pdn.png
Bar = 20 um. Pins as bars on the die edge. Tap cells in grey.
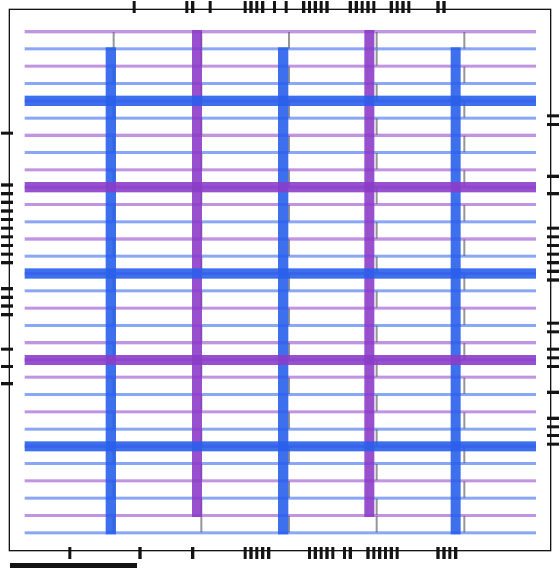
cell_classes.png
Bar = 20 um.
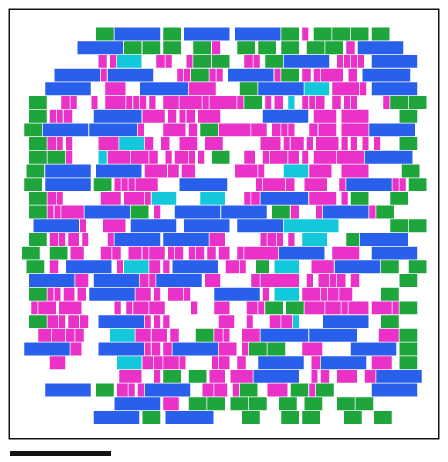
clock_map.png
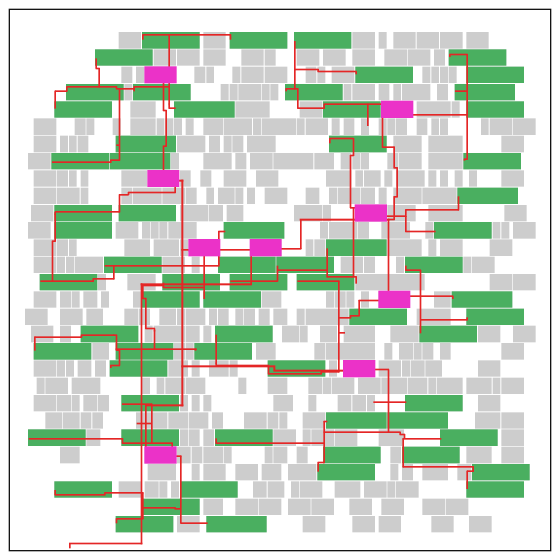
metal_stack.png
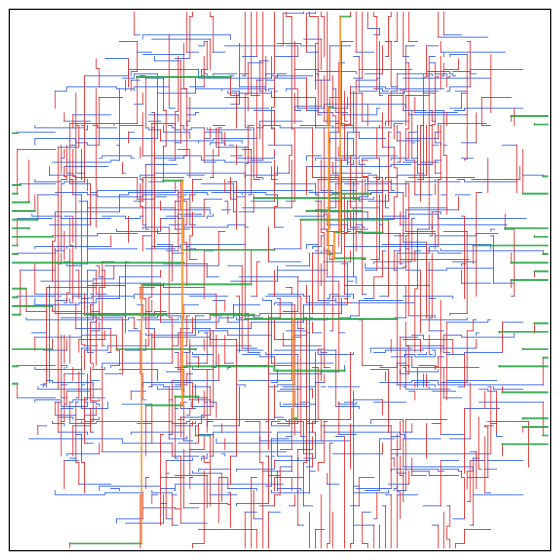
==> config.mk <==
export PLATFORM = sky130hd
export DESIGN_NAME = reaction_session_ctrl
export DESIGN_NICKNAME = d
export VERILOG_FILES = /design/src/rtl/reaction_session_ctrl.sv
export SDC_FILE = /design/constraint.sdc
export NUM_CORES = 1
export LEC_CHECK = 0
export CORE_MARGIN = 2
export CORE_UTILIZATION = 53
export DETAILED_ROUTE_END_ITERATION = 16
export MAX_ROUTING_LAYER = met4
export PLACE_DENSITY = 0.86
export SYNTH_ARGS = -nofsm -noshare
export SYNTH_HDL_FRONTEND = slang
export SYNTH_SLANG_ARGS = --single-unit
export TNS_END_PERCENT = 5
==> constraint.sdc <==
create_clock -name clk -period 4.4 [get_ports clk]
set_input_delay 0.66 -clock clk [delete_from_list [all_inputs] [get_ports clk]]
set_output_delay 0.66 -clock clk [all_outputs]
set_load 0.01 [all_outputs]
==> qor.yml <==
endpoint_kind: "primary output"
synth-adder-area-share_pct: 7.19
power.switching_uw: 898
fp_util_pct: 54.8
cts.clk_slew.worst_paths_ps: 70
chip_area_sq_mm: 0.00723
common_cells: "nand2_1 (62), dfrtp_1 (55), nor2_1 (29)"
syn_area_per_cell_sq_um: 10.0
sh_comb_area_pct: 35.9
grt-busiest-layer: "met2"
pwr-share-seq_pct: 36.7
max_stage_delay_ps: 560
ys_seq_share_pct: 47.9
p_leak_uw: 0.00214
clock_area_share_pct: 4.50
flops: 66
muxShareOfSynthArea_pct: 9.28
critPathMaxFanout: 14
clkLatencyLatePin_ps: 340
finalNonFillerCells: 518
fin_util_pct: 72.7
synth_cell_types: 53
grt_pass1_vias: 2894
cp.depth: 3
tightest_slew_ps: 1080
cts_htree_levels: 3
r2r_slack_ps: 1920
arrival_ps: 2140
xor_share_pct: 2.27
logic_gates: 245
drv_cap: 0
grt_setup_unrepaired: "false"
dp.cells: 502
post_cts_resize_count: 0
cp.buffers_inverters: 2
setup_violations: 0
yosys_cells: 348
top_area_cell: "dfrtp_1"
placed_area_sq_mm: 0.00441
slew_headroom_pct: 28.0
p_comb_share_pct: 43.0
postRouteAntennaNets: 0
yosysTopAreaCellShare_pct: 39.6
pg_seq_uw: 969
status: "complete, no violations"
cts_hold_buf: 0
cts_setup_buffers: 0
finalCritPeriodShare_pct: 63.6
ys_ff: 66
dp_hpwl_um: 5550
Notes on pdn.png above:
Key: VDD = purple; VSS = blue
30 met1 rails follow the rows. 5 straps on met5. The core has 29 rows.
Die Span X: 85.0 um
worst vdd ir: 0.348 mV
core area: 0.00635 sq mm
Die Ht: 85.0 um

Notes on cell_classes.png above:
Key: all other logic = magenta [cells 268, share of their area 39%]; clock drivers and dummy loads = cyan [cells 16, share of their area 4.6%]; flops = blue [cells 66, share of their area 37%]; other buffers and delay cells = green [cells 91, share of their area 20%]
Row Count: 29
cell area after layout: 0.00462 sq mm

Notes on clock_map.png above:
Key: clock wires = red [length 884 um]; flip-flops = green [count 66]; cells driving clock nets = magenta [count 9]
Position of the flops: widely spread. There are 10 routed clock nets.
clk pwr: 536 uW
clock skew: 7.71 ps
Clk pwr share: 20.3%

Notes on metal_stack.png above:
Key: met4 = orange [wire length 153 um]; met3 = green [wire length 370 um]; met1 = blue [wire length 3550 um]; met2 = red [wire length 3810 um]
GRT Overall Usage: 23.5%
Final Routed Wirelength: 7880 um
routed via count: 2831

Power and IR drop assume default switching activity.
